`config.mk`:
```
export PLATFORM = sky130hd
export DESIGN_NAME = arb_rr4_lock
export DESIGN_NICKNAME = d
export VERILOG_FILES = /design/src/rtl/arb_pkg.sv /design/src/rtl/decoder2_4.sv /design/src/rtl/arb_rr4_lock.sv
export SDC_FILE = /design/constraint.sdc
export NUM_CORES = 1
export LEC_CHECK = 0
export CAP_MARGIN = 20
export CORE_AREA = 2 2 39 41
export CTS_CLUSTER_DIAMETER = 60
export DETAILED_ROUTE_END_ITERATION = 7
export DIE_AREA = 0 0 41 43
export PLACE_DENSITY = 0.69
export SETUP_SLACK_MARGIN = 0.5
export SLEW_MARGIN = 15
export SYNTH_ARGS = -nofsm -noshare
export SYNTH_HDL_FRONTEND = slang
export SYNTH_SLANG_ARGS = --single-unit
```
`constraint.sdc`:
```
create_clock -name sys_clk -period 1.8 [get_ports sys_clk]
set_input_delay 0.27 -clock sys_clk [delete_from_list [all_inputs] [get_ports sys_clk]]
set_output_delay 0.27 -clock sys_clk [all_outputs]
set_load 0.005 [all_outputs]
```
`src/rtl/arb_pkg.sv`:
```
// rtl/arb_pkg.sv - shared types and round-robin pick function for arb_rr4_lock
package arb_pkg;

  localparam int NUM_REQ = 4;
  localparam int ID_W    = 2;

  localparam logic ST_IDLE  = 1'b0;
  localparam logic ST_GRANT = 1'b1;

  typedef enum logic {
    S_IDLE  = ST_IDLE,
    S_GRANT = ST_GRANT
  } state_t;

  // Returns {found, idx}: first requester at or after ptr (mod NUM_REQ) not masked by excl_mask.
  function automatic logic [ID_W:0] rr_pick(input logic [NUM_REQ-1:0] req,
                                            input logic [ID_W-1:0]    ptr,
                                            input logic [NUM_REQ-1:0] excl_mask);
    logic            found;
    logic [ID_W-1:0] idx;
    logic [ID_W-1:0] cand;
    found = 1'b0;
    idx   = '0;
    for (int i = 0; i < NUM_REQ; i++) begin
      cand = ptr + ID_W'(i);
      if (!found && req[cand] && !excl_mask[cand]) begin
        found = 1'b1;
        idx   = cand;
      end
    end
    return {found, idx};
  endfunction

endpackage

```
`src/rtl/decoder2_4.sv`:
```
// rtl/decoder2_4.sv - 2-to-4 one-hot decoder with enable
module decoder2_4 (
  input  logic [1:0] in,
  input  logic       ena,
  output logic [3:0] out
);

  always_comb begin
    out = 4'b0000;
    if (ena) out[in] = 1'b1;
  end

endmodule

```
`src/rtl/arb_rr4_lock.sv`:
```
// rtl/arb_rr4_lock.sv - 4-way round-robin arbiter with grant lock
// Optional hold timeout with preemption enabled by ARB_TIMEOUT_EN.
module arb_rr4_lock
  import arb_pkg::*;
#(
  parameter int MAX_HOLD = 16,
  parameter int CNT_W    = 5
) (
  input  logic               sys_clk,
  input  logic               sys_rst_n,
  input  logic [NUM_REQ-1:0] req,
  output logic [NUM_REQ-1:0] gnt,
  output logic [ID_W-1:0]    gnt_id,
  output logic               gnt_vld,
  output logic               preempt
);

  state_t          state_q, state_d;
  logic [ID_W-1:0] ptr_q, ptr_d;
  logic [ID_W-1:0] id_q, id_d;
  logic            vld_q, vld_d;
  logic            pre_q, pre_d;
  logic [ID_W:0]   pick_all;

  assign pick_all = rr_pick(req, ptr_q, '0);

`ifdef ARB_TIMEOUT_EN
  localparam logic [CNT_W-1:0] HOLD_LAST = CNT_W'(MAX_HOLD - 1);
  localparam logic [CNT_W-1:0] HOLD_SAT  = CNT_W'(MAX_HOLD);

  logic [CNT_W-1:0] hold_q, hold_d;
  logic [ID_W:0]    pick_excl;

  assign pick_excl = rr_pick(req, ptr_q, NUM_REQ'(1) << id_q);
`else
  logic unused_cfg;
  assign unused_cfg = (MAX_HOLD > CNT_W);
`endif

  always_comb begin
    state_d = state_q;
    ptr_d   = ptr_q;
    id_d    = id_q;
    vld_d   = vld_q;
    pre_d   = 1'b0;
`ifdef ARB_TIMEOUT_EN
    hold_d  = hold_q;
`endif
    case (state_q)
      S_IDLE: begin
        if (pick_all[ID_W]) begin
          state_d = S_GRANT;
          id_d    = pick_all[ID_W-1:0];
          vld_d   = 1'b1;
          ptr_d   = pick_all[ID_W-1:0] + 1'b1;
`ifdef ARB_TIMEOUT_EN
          hold_d  = '0;
`endif
        end
      end
      S_GRANT: begin
        if (!req[id_q]) begin
          // Owner released: hand over directly, no idle bubble.
          if (pick_all[ID_W]) begin
            id_d   = pick_all[ID_W-1:0];
            ptr_d  = pick_all[ID_W-1:0] + 1'b1;
`ifdef ARB_TIMEOUT_EN
            hold_d = '0;
`endif
          end else begin
            state_d = S_IDLE;
            vld_d   = 1'b0;
          end
        end else begin
`ifdef ARB_TIMEOUT_EN
          // Saturated counter keeps preemption armed until a competitor shows up.
          if (hold_q >= HOLD_LAST && pick_excl[ID_W]) begin
            id_d   = pick_excl[ID_W-1:0];
            ptr_d  = pick_excl[ID_W-1:0] + 1'b1;
            hold_d = '0;
            pre_d  = 1'b1;
          end else if (hold_q != HOLD_SAT) begin
            hold_d = hold_q + 1'b1;
          end
`endif
        end
      end
      default: begin
        state_d = S_IDLE;
        vld_d   = 1'b0;
      end
    endcase
  end

  always_ff @(posedge sys_clk or negedge sys_rst_n) begin
    if (!sys_rst_n) begin
      state_q <= S_IDLE;
      ptr_q   <= '0;
      id_q    <= '0;
      vld_q   <= 1'b0;
      pre_q   <= 1'b0;
`ifdef ARB_TIMEOUT_EN
      hold_q  <= '0;
`endif
    end else begin
      state_q <= state_d;
      ptr_q   <= ptr_d;
      id_q    <= id_d;
      vld_q   <= vld_d;
      pre_q   <= pre_d;
`ifdef ARB_TIMEOUT_EN
      hold_q  <= hold_d;
`endif
    end
  end

  assign gnt_id  = id_q;
  assign gnt_vld = vld_q;
  assign preempt = pre_q;

  decoder2_4 u_gnt_dec (
    .in  (id_q),
    .ena (vld_q),
    .out (gnt)
  );

endmodule
```
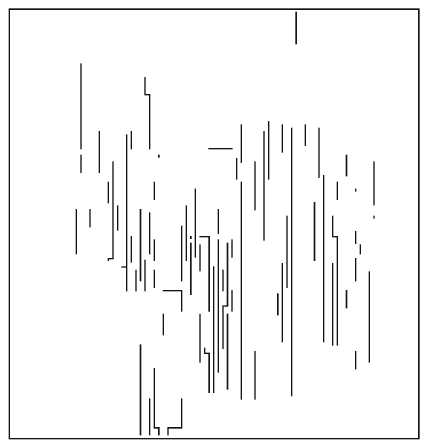
**Above:** signal wires on met2.
The wires run mostly vertical. 60 nets have wire on it. The layer holds 51% of the routed length. The longest straight run is 26.9 µm.

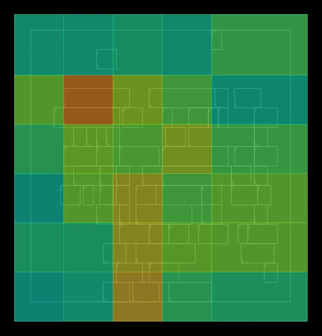
**Above:** routing congestion.
busiest metal layer after global routing: met2
GR Layer Usage met3: 6.28%
grt met2 use: 17.2%

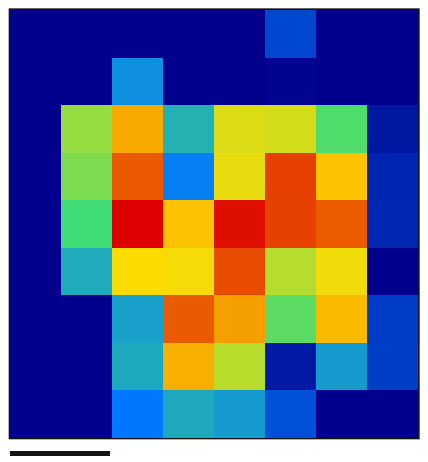
**Above:** cell area per tile.
Bar = 10 µm. 8 x 9 tiles, from dark blue (low) to red (high), 0 to 100% covered.
The emptiest ninth of the die: south-west. The mean over all tiles is 35%. The densest ninth of the die: center. 19% of the tiles are over 75% full.

==> flow_summary.yaml <==
# physical design summary
run_status:
  status: "complete, no violations"
sta:
  finalSetupTns_ps: 0
  fin_skew_ps: 4.88
  setup_viol: 0
  timing.fmax_mhz: 626
  fin_crit_sh_pct: 88.8
  drv_slew: 0
  fin_ws_ps: 202
power:
  p_comb_share_pct: 58.3
  p_seq_mw: 0.250
  power_combinational_mw: 0.511
  p_int_mw: 0.579
  vdd_ir_drop_max_mv: 0.550
  p_clk_share_pct: 13.3
  p_seq_share_pct: 28.5
  power_leader: "combinational logic"
  p_leak_nw: 0.285
  switching_share_pct: 34.0
synthesis:
  synth_cell_types: 21
  synth_top_flop_cell: "dfrtp_1"
  edf_count: 0
  synth_area_per_cell_um2: 10.3
  ys_area_um2: 393
  ys_sh_mux_pct: 15.9
  synth-compound-area-share_pct: 17.2
  synthTopCellsByArea: "dfrtp_1 (38%), mux2_4 (7.6%), a21oi_1 (6.4%)"
  synthTopCellsByCount: "dfrtp_1 (6), a21oi_1 (5), nand2_1 (4), nor2_1 (3)"
  synth_cells: 38
  logic_family: "simple AND/OR/NAND/NOR gates"
  ys_seq_share_pct: 38.2
cells_and_area:
  seq_area_um2: 151
  instances_no_fill: 78
  clk_share_pct: 3.59
  buffer_area_share_pct: 28.3
  clkbuf_count: 3
  nMultiInputCombCells: 29
  antenna_cells: 0
  comb_share_pct: 39.6
  largest_class: "logic gates"
  nNonClkInverters: 2
  seq_area_share_pct: 24.1
  final_cell_mix: "buf_4 (7), a21oi_1 (5), dfrtp_1 (5), buf_2 (5)"
  comb_area_um2: 249
routing:
  postRouteAntennaNets: 0
  drt_iter0_drc: 3
  via_count: 359
  dr.max_layer_used: "met3"
  wl_met2_um: 393
  drc: 0
  via_per_inst: 4.60
  dr.pass1.iters: 4
clock_tree:
  post-cts-setup-buffers: 3
  cts_buffers: 3
  cts_buffer_depth: 2
  cts.sinks: 6
  root_buffer: "clkbuf_4"
  cts_tree: "built"
setup_path:
  critPathLaunch: "req[3]"
  worstSetupPathType: "in -> reg"
  path_buffers: 1
  slowest_stage: "mux4_2"
  arrival_ps: 1710
  worstSetupEndpointType: "register"
  crit_path_end: "gnt_id[1]$_DFFE_PN0P_"
grt:
  track_usage_pct: 11.1
  antenna_found_initial: 0
job:
  openroad.warnings: 29
  cap_violations: 0
placed_design:
  detailedPlace.worstSlack_ps: -9.78
  place_hpwl_um: 631
  placed_cell_area_um2: 578
worst_hold_path:
  holdCritPathClass: "in -> async"
floorplan:
  taps: 16
  fp_util_pct: 28.4
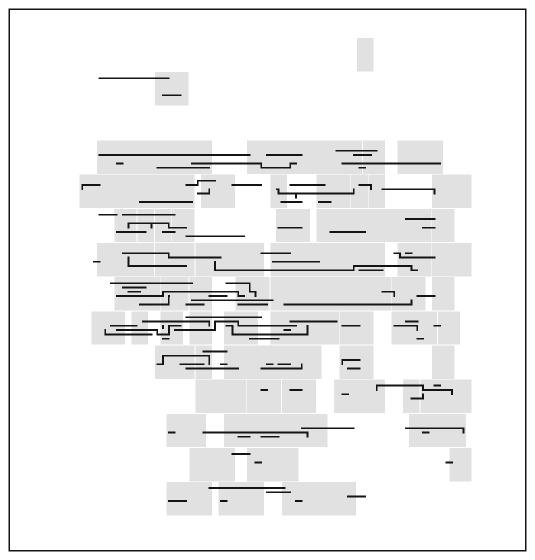
**Above:** M1 wires.
The layer holds 41% of the routed length. 54 nets have wire on it. The wires run mostly horizontal. The layer carries 321 µm of wire. The longest straight run is 12.0 µm.
M1 GR Usage: 13.2%
final WL: 777 µm

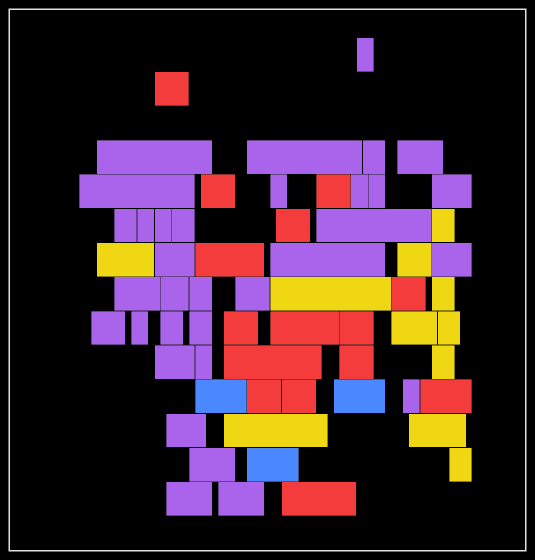
**Above:** cell sizes after repair.
Purple stands for x1 and smaller, cells 33, share 53%. Red stands for x3 and x4, cells 15, share 24%. Blue stands for x6 and larger, cells 3, share 4.8%. Yellow stands for x2, cells 11, share 18%.

Power figures rest on the tool's default switching activity, not on a simulated workload.
